<file path="config.mk">
export PLATFORM = sky130hd
export DESIGN_NAME = ir_transmitter
export DESIGN_NICKNAME = d
export VERILOG_FILES = /design/src/rtl/ir_transmitter.sv
export SDC_FILE = /design/constraint.sdc
export NUM_CORES = 1
export LEC_CHECK = 0
export ABC_AREA = 1
export CAP_MARGIN = 25
export CORE_UTILIZATION = 55
export DETAILED_ROUTE_END_ITERATION = 16
export PLACE_DENSITY = 0.79
export SLEW_MARGIN = 20
export SYNTH_ARGS = -nofsm -noshare
export SYNTH_HDL_FRONTEND = slang
export SYNTH_SLANG_ARGS = --single-unit
</file>
<file path="constraint.sdc">
create_clock -name clk_in -period 2.26 [get_ports clk_in]
set_input_delay 0.565 -clock clk_in [delete_from_list [all_inputs] [get_ports clk_in]]
set_output_delay 0.565 -clock clk_in [all_outputs]
set_load 0.01 [all_outputs]
</file>
<file path="src/rtl/ir_transmitter.sv">
// IR frame transmitter: sync burst/silence, 32 pulse-distance bits MSB first, final burst, idle guard.
// Optional 38 kHz-style carrier output led_out is enabled by defining IR_CARRIER_EN.
module ir_transmitter #(
   parameter int unsigned SBD          = 900,
   parameter int unsigned SSD          = 450,
   parameter int unsigned BBD          = 60,
   parameter int unsigned BSD0         = 60,
   parameter int unsigned BSD1         = 160,
   parameter int unsigned GAP          = 500,
   parameter int unsigned CARRIER_HALF = 2
) (
   input  logic        clk_in,
   input  logic        rst_in,
   input  logic [31:0] code_in,
   input  logic        valid_in,
   output logic        ready_out,
   output logic        signal_out,
   output logic        done_out,
   output logic [2:0]  state_out
`ifdef IR_CARRIER_EN
   ,
   output logic        led_out
`endif
);

   localparam int unsigned MAX_A  = (SBD > SSD) ? SBD : SSD;
   localparam int unsigned MAX_B  = (BBD > BSD0) ? BBD : BSD0;
   localparam int unsigned MAX_C  = (BSD1 > GAP) ? BSD1 : GAP;
   localparam int unsigned MAX_AB = (MAX_A > MAX_B) ? MAX_A : MAX_B;
   localparam int unsigned MAX_P  = (MAX_AB > MAX_C) ? MAX_AB : MAX_C;
   localparam int unsigned CW     = $clog2(MAX_P + 1);
   localparam int unsigned NBITS  = 32;

   // Every duration must be at least one cycle
   if (SBD == 0 || SSD == 0 || BBD == 0 || BSD0 == 0 || BSD1 == 0 || GAP == 0 ||
       CARRIER_HALF == 0) begin : g_bad_params
      $error("ir_transmitter: all timing parameters must be >= 1");
   end

   typedef enum logic [2:0] {
      ST_IDLE         = 3'd0,
      ST_SYNC_BURST   = 3'd1,
      ST_SYNC_SILENCE = 3'd2,
      ST_BIT_BURST    = 3'd3,
      ST_BIT_SILENCE  = 3'd4,
      ST_FINAL_BURST  = 3'd5,
      ST_GAP          = 3'd6
   } state_t;

   state_t         state, state_nxt;
   logic [CW-1:0]  cnt, cnt_nxt;
   logic [5:0]     bits, bits_nxt;
   logic [31:0]    shreg, shreg_nxt;
   logic           burst_nxt;
   logic           ready_nxt;
   logic           done_nxt;

   // State, counters and registered outputs
   always_ff @(posedge clk_in or posedge rst_in) begin
      if (rst_in) begin
         state      <= ST_IDLE;
         cnt        <= '0;
         bits       <= '0;
         shreg      <= '0;
         ready_out  <= 1'b1;
         signal_out <= 1'b1;
         done_out   <= 1'b0;
      end else begin
         state      <= state_nxt;
         cnt        <= cnt_nxt;
         bits       <= bits_nxt;
         shreg      <= shreg_nxt;
         ready_out  <= ready_nxt;
         signal_out <= ~burst_nxt;
         done_out   <= done_nxt;
      end
   end

   // Next state: the duration counter is loaded with (duration-1) on entry and
   // the state is left when it reads zero, so it never wraps.
   always_comb begin
      state_nxt = state;
      cnt_nxt   = cnt;
      bits_nxt  = bits;
      shreg_nxt = shreg;

      if (state == ST_IDLE) begin
         if (valid_in) begin
            shreg_nxt = code_in;
            bits_nxt  = '0;
            cnt_nxt   = CW'(SBD - 1);
            state_nxt = ST_SYNC_BURST;
         end
      end else if (cnt != '0) begin
         cnt_nxt = cnt - CW'(1);
      end else begin
         case (state)
            ST_SYNC_BURST: begin
               state_nxt = ST_SYNC_SILENCE;
               cnt_nxt   = CW'(SSD - 1);
            end
            ST_SYNC_SILENCE: begin
               state_nxt = ST_BIT_BURST;
               cnt_nxt   = CW'(BBD - 1);
            end
            ST_BIT_BURST: begin
               state_nxt = ST_BIT_SILENCE;
               cnt_nxt   = shreg[31] ? CW'(BSD1 - 1) : CW'(BSD0 - 1);
            end
            ST_BIT_SILENCE: begin
               shreg_nxt = {shreg[30:0], 1'b0};
               bits_nxt  = bits + 6'd1;
               cnt_nxt   = CW'(BBD - 1);
               state_nxt = (bits == 6'(NBITS - 1)) ? ST_FINAL_BURST : ST_BIT_BURST;
            end
            ST_FINAL_BURST: begin
               state_nxt = ST_GAP;
               cnt_nxt   = CW'(GAP - 1);
            end
            ST_GAP: begin
               state_nxt = ST_IDLE;
               cnt_nxt   = '0;
            end
            default: begin
               state_nxt = ST_IDLE;
               cnt_nxt   = '0;
            end
         endcase
      end

      burst_nxt = (state_nxt == ST_SYNC_BURST) || (state_nxt == ST_BIT_BURST) ||
                  (state_nxt == ST_FINAL_BURST);
      ready_nxt = (state_nxt == ST_IDLE);
      done_nxt  = (state_nxt == ST_GAP) && (cnt_nxt == '0);
   end

   assign state_out = state;

`ifdef IR_CARRIER_EN
   localparam int unsigned CCW = $clog2(CARRIER_HALF + 1);

   logic [CCW-1:0] ccnt;
   logic           in_burst;

   assign in_burst = (state == ST_SYNC_BURST) || (state == ST_BIT_BURST) ||
                     (state == ST_FINAL_BURST);

   // Carrier restarts high at every burst entry; bursts are never adjacent
   always_ff @(posedge clk_in or posedge rst_in) begin
      if (rst_in) begin
         led_out <= 1'b0;
         ccnt    <= '0;
      end else if (!burst_nxt) begin
         led_out <= 1'b0;
         ccnt    <= '0;
      end else if (!in_burst || ccnt == '0) begin
         led_out <= in_burst ? ~led_out : 1'b1;
         ccnt    <= CCW'(CARRIER_HALF - 1);
      end else begin
         ccnt    <= ccnt - CCW'(1);
      end
   end
`endif

endmodule

</file>
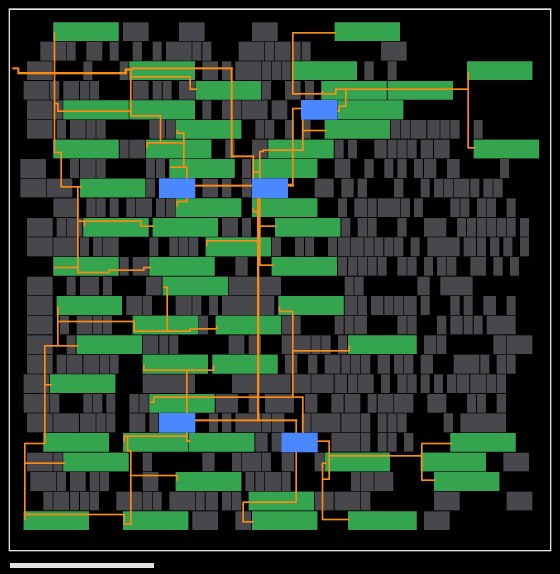
clock_map.png
The bar under the picture is 20 µm long.
- clock wires: orange (length 624 µm)
- flip-flops: green (count 54)
- cells driving clock nets: blue (count 5)
- routed clock nets: 6

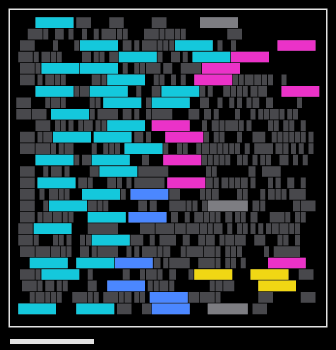
registers.png
The bar under the picture is 20 µm long.
- shreg: cyan (placed flops 32)
- bits: blue (placed flops 6; where south)
- cnt: magenta (placed flops 10)
- state_out: yellow (placed flops 3)
- not coloured: 3

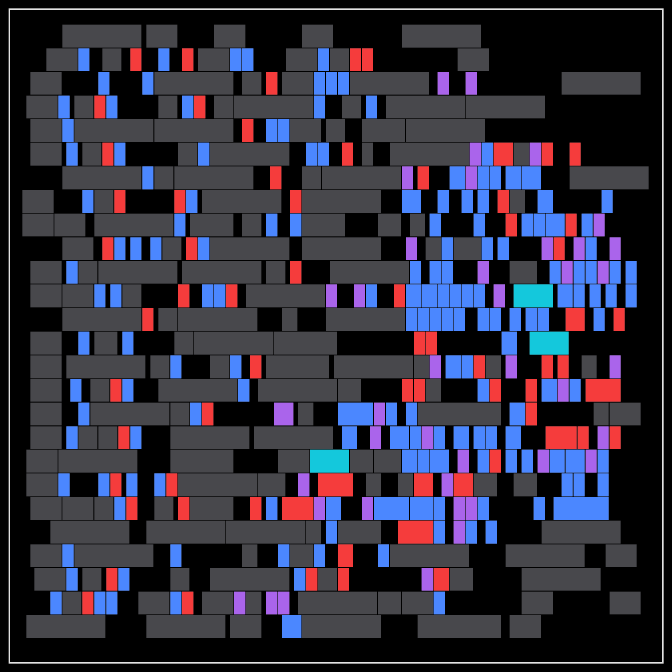
gate_families.png
- inverters: purple (cells 40; most used inv_1)
- adder and majority cells: cyan (cells 3; most used ha_1)
- NOR gates: red (cells 67; most used nor2_1; where all over the die)
- NAND gates: blue (cells 163; most used nand2_1; where all over the die)

==> impl_metrics.yaml <==
# implementation run metrics
final_layout:
  antenna_cells: 0
  top_regs: "shreg (32), cnt (10), bits (6)"
  final_cell_mix: "nand2_1 (136), nor2_1 (56), dfrtp_1 (52), clkdlybuf4s50_1 (40), a31oi_1 (31)"
  fin_cells: 508
  final_core_util_pct: 68.84
  logic_gate_count: 289
  fin_area_um2: 3538
  ff_count: 54
timing:
  skew_ps: 10.81
  setup_viol: 0
power_and_ir_drop:
  switching_share_pct: 44.03
  p_clk_share_pct: 12.3
  power.group.top: "combinational logic"
  ir_drop_mv: 0.7442
  power.density_nw_per_um2: 1201
  p_sw_mw: 1.872
  combPwrFrac_pct: 49.1
setup_path:
  rrSetupSlack_ps: 240
  r2r_cells: 11
  path_depth: 11
  path_buffers: 4
  crit_chain: "inv_1 > ha_1 > inv_1 > nor2_1 > nand3_4 > nand2_2 > nand2_4 > inv_4 > buf_12 > nor2_1 > a31oi_1"
  slowest_stage: "dfrtp_1"
global_route:
  busiest_layer: "met2"
cts:
  cts-resized-gates: 0
  cts_buffers: 5
  cts_setup_buffers: 0
  clock_path_buffers: 2
synthesis:
  synthDistinctLibCells: 34
  synth_cells: 396
  synthFlopType: "dfrtp_1"
  synth.avg_cell_area_um2: 7.419
  yosysCellCount: 396
  synthAoiAreaFrac_pct: 11.03
  fp_nets: 434
outcome:
  status: "finished, final reports clean"
detailed_routing:
  finalWirelength_um: 6313
  drt-met1-wl_um: 2808
  route.vias.total: 2668
  wl_per_cell_um: 12.43
place:
  dp.cells: 501
  post-place-ws_ps: 163.6
worst_hold_path:
  worst_hold_path.num_cells: 1
  min-delay-start: "shreg[0]"
floorplan:
  die_x_um: 75.09
